$ cat config.mk
export PLATFORM = sky130hd
export DESIGN_NAME = pll_lock_monitor
export DESIGN_NICKNAME = d
export VERILOG_FILES = /design/src/rtl/pll_mon_pkg.sv /design/src/rtl/pll_edge_sync.sv /design/src/rtl/pll_lock_monitor.sv
export SDC_FILE = /design/constraint.sdc
export NUM_CORES = 1
export LEC_CHECK = 0
export CORE_UTILIZATION = 62
export CTS_CLUSTER_DIAMETER = 40
export DETAILED_ROUTE_END_ITERATION = 6
export PLACE_DENSITY = 0.83
export SYNTH_ARGS = -nofsm -noshare
export SYNTH_HDL_FRONTEND = slang
export SYNTH_SLANG_ARGS = --single-unit
$ cat constraint.sdc
create_clock -name clk -period 10.35 [get_ports clk]
set_input_delay 2.07 -clock clk [delete_from_list [all_inputs] [get_ports clk]]
set_output_delay 2.07 -clock clk [all_outputs]
set_load 0.02 [all_outputs]
$ cat src/rtl/pll_mon_pkg.sv
// ============================================================================
// Module      : pll_mon_pkg
// Description : Shared types and defaults for the PLL lock monitor.
// Revision    : 1.0 - initial release
// ============================================================================
`default_nettype none

package pll_mon_pkg;

    // Monitor state encoding, visible on the state output
    typedef enum logic [1:0] {
        ST_IDLE    = 2'b00,
        ST_ACQUIRE = 2'b01,
        ST_LOCKED  = 2'b10
    } pll_state_e;

    localparam int DEF_WIN_W    = 12;
    localparam int DEF_CNT_W    = 12;
    localparam int DEF_LOCK_N   = 4;
    localparam int DEF_UNLOCK_N = 2;
    localparam int TOL_W        = 8;

    // Shortest usable window; shorter programmed lengths are promoted to this
    localparam int MIN_WIN      = 2;

    // Bits needed to hold a run-length counter that counts 0..n-1
    function automatic int run_cnt_w(input int n);
        return (n > 1) ? $clog2(n) : 1;
    endfunction

endpackage

`default_nettype wire

$ cat src/rtl/pll_edge_sync.sv
// ============================================================================
// Module      : pll_edge_sync
// Description : Two-flop synchroniser for an asynchronous input followed by a
//               delay flop; emits a one-cycle pulse on each synchronised
//               0->1 transition.
// Revision    : 1.0 - initial release
// ============================================================================
`default_nettype none

module pll_edge_sync (
    input  logic clk,
    input  logic rst,
    input  logic d_i,
    output logic pulse_o
);

    logic sync1_q;
    logic sync2_q;
    logic dly_q;

    // Metastability chain plus one delay stage for edge comparison
    always_ff @(posedge clk) begin
        if (rst) begin
            sync1_q <= 1'b0;
            sync2_q <= 1'b0;
            dly_q   <= 1'b0;
        end else begin
            sync1_q <= d_i;
            sync2_q <= sync1_q;
            dly_q   <= sync2_q;
        end
    end

    assign pulse_o = sync2_q & ~dly_q;

endmodule

`default_nettype wire

$ cat src/rtl/pll_lock_monitor.sv
// ============================================================================
// Module      : pll_lock_monitor
// Description : Counts edges of the divided PLL clock over a programmable
//               window of system clocks, judges each window against a target
//               with tolerance, and tracks lock with hysteresis.
// Revision    : 1.0 - initial release
// ============================================================================
`default_nettype none

module pll_lock_monitor
    import pll_mon_pkg::*;
#(
    parameter int WIN_W    = DEF_WIN_W,
    parameter int CNT_W    = DEF_CNT_W,
    parameter int LOCK_N   = DEF_LOCK_N,
    parameter int UNLOCK_N = DEF_UNLOCK_N
) (
    input  logic             clk,
    input  logic             rst,
    input  logic             en,
    input  logic             pll_div_in,
    input  logic [WIN_W-1:0] win_len,
    input  logic [CNT_W-1:0] target,
    input  logic [TOL_W-1:0] tol,
    output logic [CNT_W-1:0] count_out,
    output logic             count_valid,
    output logic             locked,
    output logic [1:0]       state,
    output logic             loss_sticky
);

    // Deviation arithmetic is wide enough for both the count and tolerance
    localparam int DW   = (CNT_W + 1 > TOL_W) ? CNT_W + 1 : TOL_W;
    localparam int GC_W = run_cnt_w(LOCK_N);
    localparam int BC_W = run_cnt_w(UNLOCK_N);

    pll_state_e       state_q;
    pll_state_e       state_d;

    logic [WIN_W-1:0] win_cnt_q;
    logic [WIN_W-1:0] win_len_q;
    logic [CNT_W-1:0] target_q;
    logic [TOL_W-1:0] tol_q;
    logic [CNT_W-1:0] edge_cnt_q;
    logic [CNT_W-1:0] count_out_q;
    logic             count_valid_q;
    logic             good_q;
    logic [GC_W-1:0]  good_cnt_q;
    logic [BC_W-1:0]  bad_cnt_q;
    logic             loss_q;
    logic             locked_w;

    logic             edge_pulse;
    logic [WIN_W-1:0] win_len_eff;
    logic             win_last;
    logic             active;
    logic [CNT_W-1:0] edge_next;
    logic [DW-1:0]    cnt_x;
    logic [DW-1:0]    tgt_x;
    logic [DW-1:0]    diff;
    logic             win_good;

    pll_edge_sync u_edge_sync (
        .clk     (clk),
        .rst     (rst),
        .d_i     (pll_div_in),
        .pulse_o (edge_pulse)
    );

    assign active      = (state_q != ST_IDLE);
    assign win_len_eff = (win_len < WIN_W'(MIN_WIN)) ? WIN_W'(MIN_WIN) : win_len;
    assign win_last    = (win_cnt_q == (win_len_q - WIN_W'(1)));

    // Count including an edge seen this cycle, saturating at all-ones
    assign edge_next = (edge_pulse && (edge_cnt_q != '1)) ? edge_cnt_q + CNT_W'(1)
                                                          : edge_cnt_q;

    // A saturated count only passes when the target itself is all-ones
    assign cnt_x    = DW'(edge_next);
    assign tgt_x    = DW'(target_q);
    assign diff     = (cnt_x >= tgt_x) ? (cnt_x - tgt_x) : (tgt_x - cnt_x);
    assign win_good = (diff <= DW'(tol_q)) &&
                      !((edge_next == '1) && (target_q != '1));

    // Window timing, edge counting, result capture and config latching
    always_ff @(posedge clk) begin
        if (rst) begin
            win_cnt_q     <= '0;
            win_len_q     <= WIN_W'(MIN_WIN);
            target_q      <= '0;
            tol_q         <= '0;
            edge_cnt_q    <= '0;
            count_out_q   <= '0;
            count_valid_q <= 1'b0;
            good_q        <= 1'b0;
        end else if (!en) begin
            win_cnt_q     <= '0;
            edge_cnt_q    <= '0;
            count_valid_q <= 1'b0;
            good_q        <= 1'b0;
        end else if (!active) begin
            win_len_q     <= win_len_eff;
            target_q      <= target;
            tol_q         <= tol;
            win_cnt_q     <= '0;
            edge_cnt_q    <= '0;
            count_valid_q <= 1'b0;
        end else if (win_last) begin
            count_out_q   <= edge_next;
            count_valid_q <= 1'b1;
            good_q        <= win_good;
            win_cnt_q     <= '0;
            edge_cnt_q    <= '0;
            win_len_q     <= win_len_eff;
            target_q      <= target;
            tol_q         <= tol;
        end else begin
            win_cnt_q     <= win_cnt_q + WIN_W'(1);
            edge_cnt_q    <= edge_next;
            count_valid_q <= 1'b0;
        end
    end

    // Hysteresis run counters and the sticky loss flag
    always_ff @(posedge clk) begin
        if (rst || !en) begin
            good_cnt_q <= '0;
            bad_cnt_q  <= '0;
            loss_q     <= 1'b0;
        end else begin
            if (count_valid_q) begin
                case (state_q)
                    ST_ACQUIRE: begin
                        bad_cnt_q <= '0;
                        if (good_q && (good_cnt_q != GC_W'(LOCK_N - 1))) begin
                            good_cnt_q <= good_cnt_q + GC_W'(1);
                        end else begin
                            good_cnt_q <= '0;
                        end
                    end
                    ST_LOCKED: begin
                        good_cnt_q <= '0;
                        if (!good_q && (bad_cnt_q != BC_W'(UNLOCK_N - 1))) begin
                            bad_cnt_q <= bad_cnt_q + BC_W'(1);
                        end else begin
                            bad_cnt_q <= '0;
                        end
                    end
                    default: begin
                        good_cnt_q <= '0;
                        bad_cnt_q  <= '0;
                    end
                endcase
            end
            if ((state_q == ST_LOCKED) && (state_d == ST_ACQUIRE)) begin
                loss_q <= 1'b1;
            end
        end
    end

    // State register
    always_ff @(posedge clk) begin
        if (rst) begin
            state_q <= ST_IDLE;
        end else begin
            state_q <= state_d;
        end
    end

    // Next-state decision, taken on the count_valid cycle
    always_comb begin
        state_d = state_q;
        if (!en) begin
            state_d = ST_IDLE;
        end else begin
            case (state_q)
                ST_IDLE: begin
                    state_d = ST_ACQUIRE;
                end
                ST_ACQUIRE: begin
                    if (count_valid_q && good_q && (good_cnt_q == GC_W'(LOCK_N - 1))) begin
                        state_d = ST_LOCKED;
                    end
                end
                ST_LOCKED: begin
                    if (count_valid_q && !good_q && (bad_cnt_q == BC_W'(UNLOCK_N - 1))) begin
                        state_d = ST_ACQUIRE;
                    end
                end
                default: begin
                    state_d = ST_IDLE;
                end
            endcase
        end
    end

    // Outputs decoded from the registered state
    always_comb begin
        locked_w = (state_q == ST_LOCKED);
    end

    assign count_out   = count_out_q;
    assign count_valid = count_valid_q;
    assign locked      = locked_w;
    assign state       = state_q;
    assign loss_sticky = loss_q;

endmodule

`default_nettype wire
### Metal 2, run 1

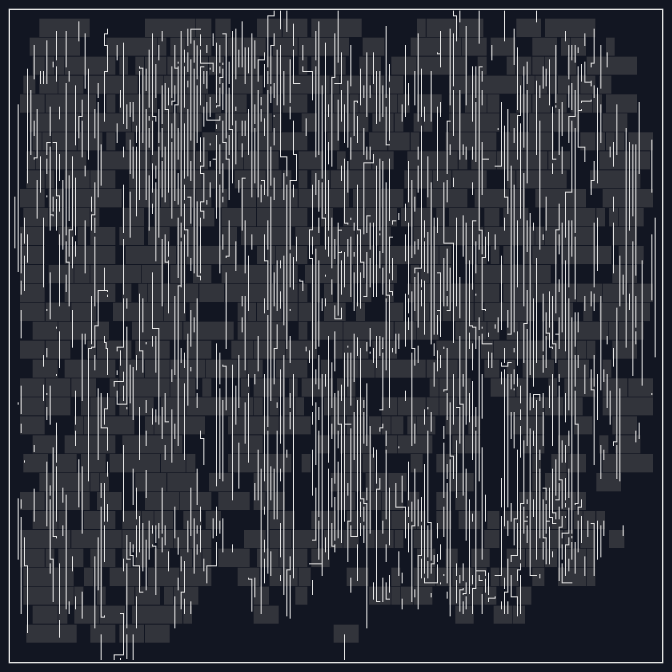
618 nets have wire on it. The wires run mostly vertical.
Via Count: 4624
met2 Usage GRT: 49.9%
drt total wl: 13100 um

### Placement view, run 1

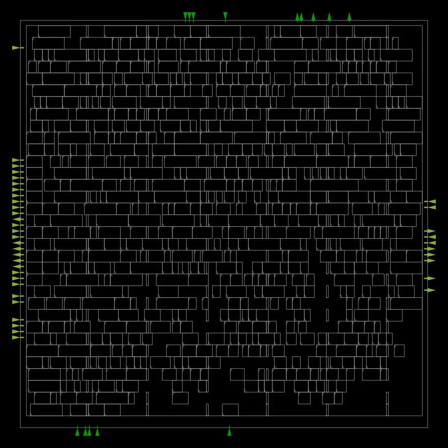
Non-Filler Instances: 767
Core Region: 8180 sq um
num rows: 33
Seq cells: 79

### Clock network drawn from the DEF, run 1

Bar = 20 um.
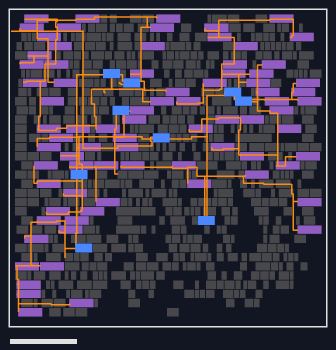
clock drivers: marked blue, count 9. flip-flops: marked purple, count 79. clock wires: marked orange, length 1030 um.
There are 10 routed clock nets.

==> results.toml, run 1 <==
# synthesis and place-and-route metrics
[synth]
netlist-cell-type-count = 66
logic_family = "simple AND/OR/NAND/NOR gates"
synth-seq-cells = 79
top_cells_by_count = "nor2_1, dfxtp_1, mux2i_1, inv_1, ha_1"
edf_count = 0
fa_ha_area_share_pct = 9.65
ys_area_sq_um = 5210
simple_gate_area_share_pct = 23.1
ff_type = "dfxtp_1"
top_area_share_pct = 30.3
topCellsByArea = "dfxtp_1, mux2i_1, ha_1, nor2_1, xnor2_1"
synth.avg_cell_area_sq_um = 8.39
mux_area_share_pct = 9.82
yosys.area.top_type = "dfxtp_1"
synthesis.nets = 696
ys_sh_xor_pct = 5.71

[clocking]
cts_setup_buffers = 0
cts_num_sinks = 79
clk_latency_ps = 360
htreeDepth = 3
clkSlewWorstSetupHoldPaths_ps = 90
cts_buffers = 9

[grt]
grt_overflow = 0
antenna_found_initial = 0
track_usage_pct = 30.3
grt_max_degree = 50

[worst_setup_path]
cp-start-kind = "flip-flop"
r2r-end = "good_q"
max_stage_delay_ps = 490
crit_chain = "and4_1 -> a31o_2 -> mux2i_1 -> inv_1 -> ha_1 -> nand2_1 -> o21ai_0 -> a21o_1 -> a21o_1 -> mux2_2 -> a21oi_1 -> o21ai_0 -> xor2_1 -> ha_1 -> a2111oi_0 -> a31oi_1 -> or3_1 -> a2111oi_2 -> nand4_1 -> a21oi_1"
cpLargestDelayFamily = "AND-OR/OR-AND gates"
r2r_start = "edge_cnt_q[7]"
startpoint = "edge_cnt_q[7]"
worst-path-max-fanout = 15

[timing]
fmax_mhz = 172
rsz0062_at_grt = "false"
whs_ps = 444
setup_slack_ps = 4530
setup_viol = 0
finalCritPeriodShare_pct = 56.2

[drt]
met1_length_um = 6110
top_layer_used = "met4"
ant_nets = 0
viasPerCell = 6.03

[power_and_ir_drop]
pwr-share-comb_pct = 24.6
p_total_w = 0.000750
peakVddDrop_v = 0.0000725
intPower_w = 0.000511

[worst_hold_path]
min_from = "u_edge_sync.sync1_q"

[floorplanning]
nWellTaps = 105
dieWidth_um = 93.7
fp-utilization_pct = 63.7

[layout]
seq_share_pct = 26.7
comb-cell-share_pct = 55.8
final_area_sq_um = 5920
logic_gates = 469
fin_nets = 732
clkCellAreaFrac_pct = 3.45
seq_area_sq_um = 1580
clkbuf_count = 9
logic_area_sq_um = 3300
largestClassByArea = "logic gates"

[place]
dp_hpwl_um = 9680
placed_area_sq_um = 5710
port_buffers = 52
pre_cts_slack_ps = 4650

[flow_run]
warnings = 39

[outcome]
status = "finished, final reports clean"
==> run 1: flip-flops by register name, indices dropped and copies added (netlist names), 2 cells and up <==
| name | cells |
|---|---|
| edge_cnt_q | 12 |
| state | 2 |
| tol_q | 8 |
| count_out | 12 |
| win_len_q | 12 |
| target_q | 12 |
| win_cnt_q | 12 |
| good_cnt_q | 2 |
==> run 1: power groups by stage <==
stage	logic, W	clock network (W)	registers, W
3_5_place_dp	0.000179	0	0.000331
2_1_floorplan	0.000137	0	0.000325
5_1_grt	0.000202	0.000257	0.000325
4_1_cts	0.000181	0.000244	0.000324
3_3_place_gp	0.000179	0	0.000330
6_report	0.000184	0.000242	0.000324
==> run 1: metal layers <==
layer  track usage [%]  up-vias
li1                  -     2260
met1              41.5     2185
met2              49.9      158
met3              3.80       21
met4              8.46        0
met5                 0        -
### Logic cells by family, run 1

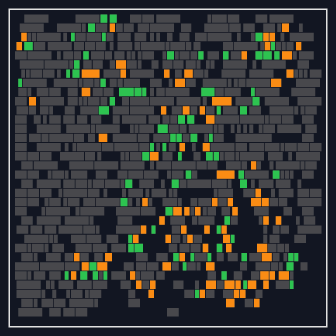

==> inputs of run 2 (changes only) <==
--- a/config.mk
+++ b/config.mk
@@ -5,10 +5,10 @@
 export SDC_FILE = /design/constraint.sdc
 export NUM_CORES = 1
 export LEC_CHECK = 0
-export CORE_UTILIZATION = 62
+export CORE_UTILIZATION = 52
 export CTS_CLUSTER_DIAMETER = 40
 export DETAILED_ROUTE_END_ITERATION = 6
-export PLACE_DENSITY = 0.83
+export PLACE_DENSITY = 0.74
 export SYNTH_ARGS = -nofsm -noshare
 export SYNTH_HDL_FRONTEND = slang
 export SYNTH_SLANG_ARGS = --single-unit
==> constraint.sdc (replaced) <==
create_clock -name clk -period 4.9 [get_ports clk]
set_input_delay 0.98 -clock clk [delete_from_list [all_inputs] [get_ports clk]]
set_output_delay 0.98 -clock clk [all_outputs]
set_load 0.02 [all_outputs]
### Logic cells by family, run 2

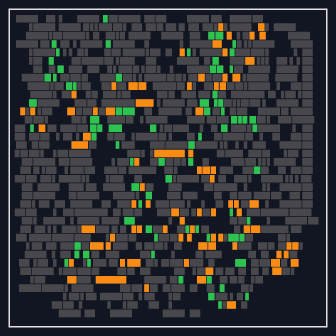
aoi and oai cells: marked orange, cells 81. nand cells: marked green, cells 76.

### Cells coloured by class, run 2

Bar = 20 um.
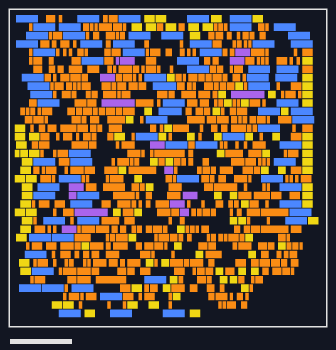
combinational and other logic: marked orange, cells 513, share of their area 57%. remaining buffers and delay cells: marked yellow, cells 104, share of their area 14%. sequential cells: marked blue, cells 79, share of their area 25%. clock drivers and dummy loads: marked purple, cells 16, share of their area 3.8%.

### Placement view, run 2

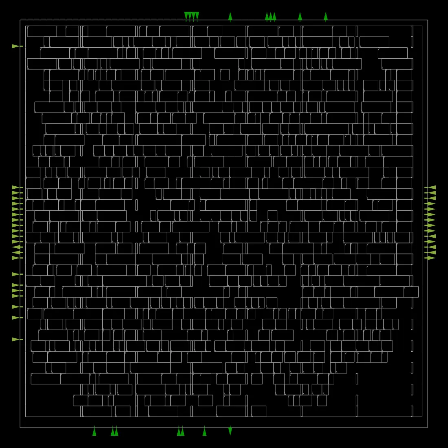
num rows: 36
final core utilization: 67.4%
Tapcells: 133

==> results.toml, run 2 <==
# synthesis and place-and-route metrics
[worst_setup_path]
cp.depth = 23
r2r_start = "edge_cnt_q[0]"
cpLargestDelayFamily = "AND-OR/OR-AND gates"
cp-start-kind = "flip-flop"
worst-path-max-fanout = 7
r2r-end = "good_q"
crit_chain = "ha_2 -> and4b_2 -> a31oi_1 -> a31o_2 -> inv_1 -> ha_2 -> nand3_2 -> nor4_4 -> a211o_1 -> a21o_4 -> buf_4 -> nor2_1 -> a31o_2 -> xnor2_1 -> ha_1 -> o21a_1 -> o21a_1 -> o22ai_2 -> a31oi_2 -> or3_4 -> a2111oi_4 -> nand4_1 -> a21oi_1"
startpoint = "edge_cnt_q[0]"
max_stage_delay_ps = 410

[worst_hold_path]
min_from = "u_edge_sync.sync1_q"

[synth]
ff_type = "dfxtp_1"
edf_count = 0
synthesis.nets = 696
ys_area_sq_um = 5210
top_cells_by_count = "nor2_1, dfxtp_1, mux2i_1, inv_1, ha_1"
yosys.area.top_type = "dfxtp_1"
topCellsByArea = "dfxtp_1, mux2i_1, ha_1, nor2_1, xnor2_1"
ys_sh_xor_pct = 5.71
synth.avg_cell_area_sq_um = 8.39
netlist-cell-type-count = 66
simple_gate_area_share_pct = 23.1
mux_area_share_pct = 9.82
top_area_share_pct = 30.3
fa_ha_area_share_pct = 9.65

[outcome]
status = "finished, final reports clean"

[drt]
vias = 4819
met1_length_um = 6350
ant_nets = 0

[grt]
grt_use_met3_pct = 4.79
grt_use_met1_pct = 35.7
antenna_found_initial = 0
met2_usage_pct = 48.0
track_usage_pct = 27.8
gr-max-usage-layer = "met2"

[clocking]
cts_num_sinks = 79
htreeDepth = 3
clkSlewWorstSetupHoldPaths_ps = 100
cts_setup_buffers = 1
cts_buffers = 9
clk_latency_ps = 360

[place]
pre_cts_slack_ps = -163
placed_area_sq_um = 6100
port_buffers = 52
dp_hpwl_um = 10900

[floorplanning]
dieWidth_um = 102
fp.coreArea_sq_um = 9730
fp-utilization_pct = 53.6

[power_and_ir_drop]
peakVddDrop_v = 0.000195
p_total_w = 0.00176

[timing]
setup_viol = 0
slew_headroom_pct = 40.4
finalCritPeriodShare_pct = 96.4

[flow_run]
warnings = 39

[layout]
fin_nets = 782
run 2: cell counts after synthesis:
No cell type changed its count.
run 2: where the power goes:
part | internal, W | total [W] | switching (W) | leakage [nW]
Clock | 0.000343 | 0.000604 | 0.000261 | 0.117
Combinational | 0.000230 | 0.000476 | 0.000246 | 2.16
Sequential | 0.000660 | 0.000685 | 0.0000255 | 0.644
run 2: area by class of cell:
class / count / area (sq um) / area share [%]
Multi-Input combinational cell: 469 / 3490 / 53.3
Clock inverter: 6 / 115 / 1.76
Timing Repair Buffer: 104 / 906 / 13.8
Sequential cell: 79 / 1580 / 24.2
Inverter: 44 / 165 / 2.52
Tap cell: 133 / 166 / 2.54
Clock buffer: 10 / 128 / 1.95
Power and IR drop assume default switching activity.
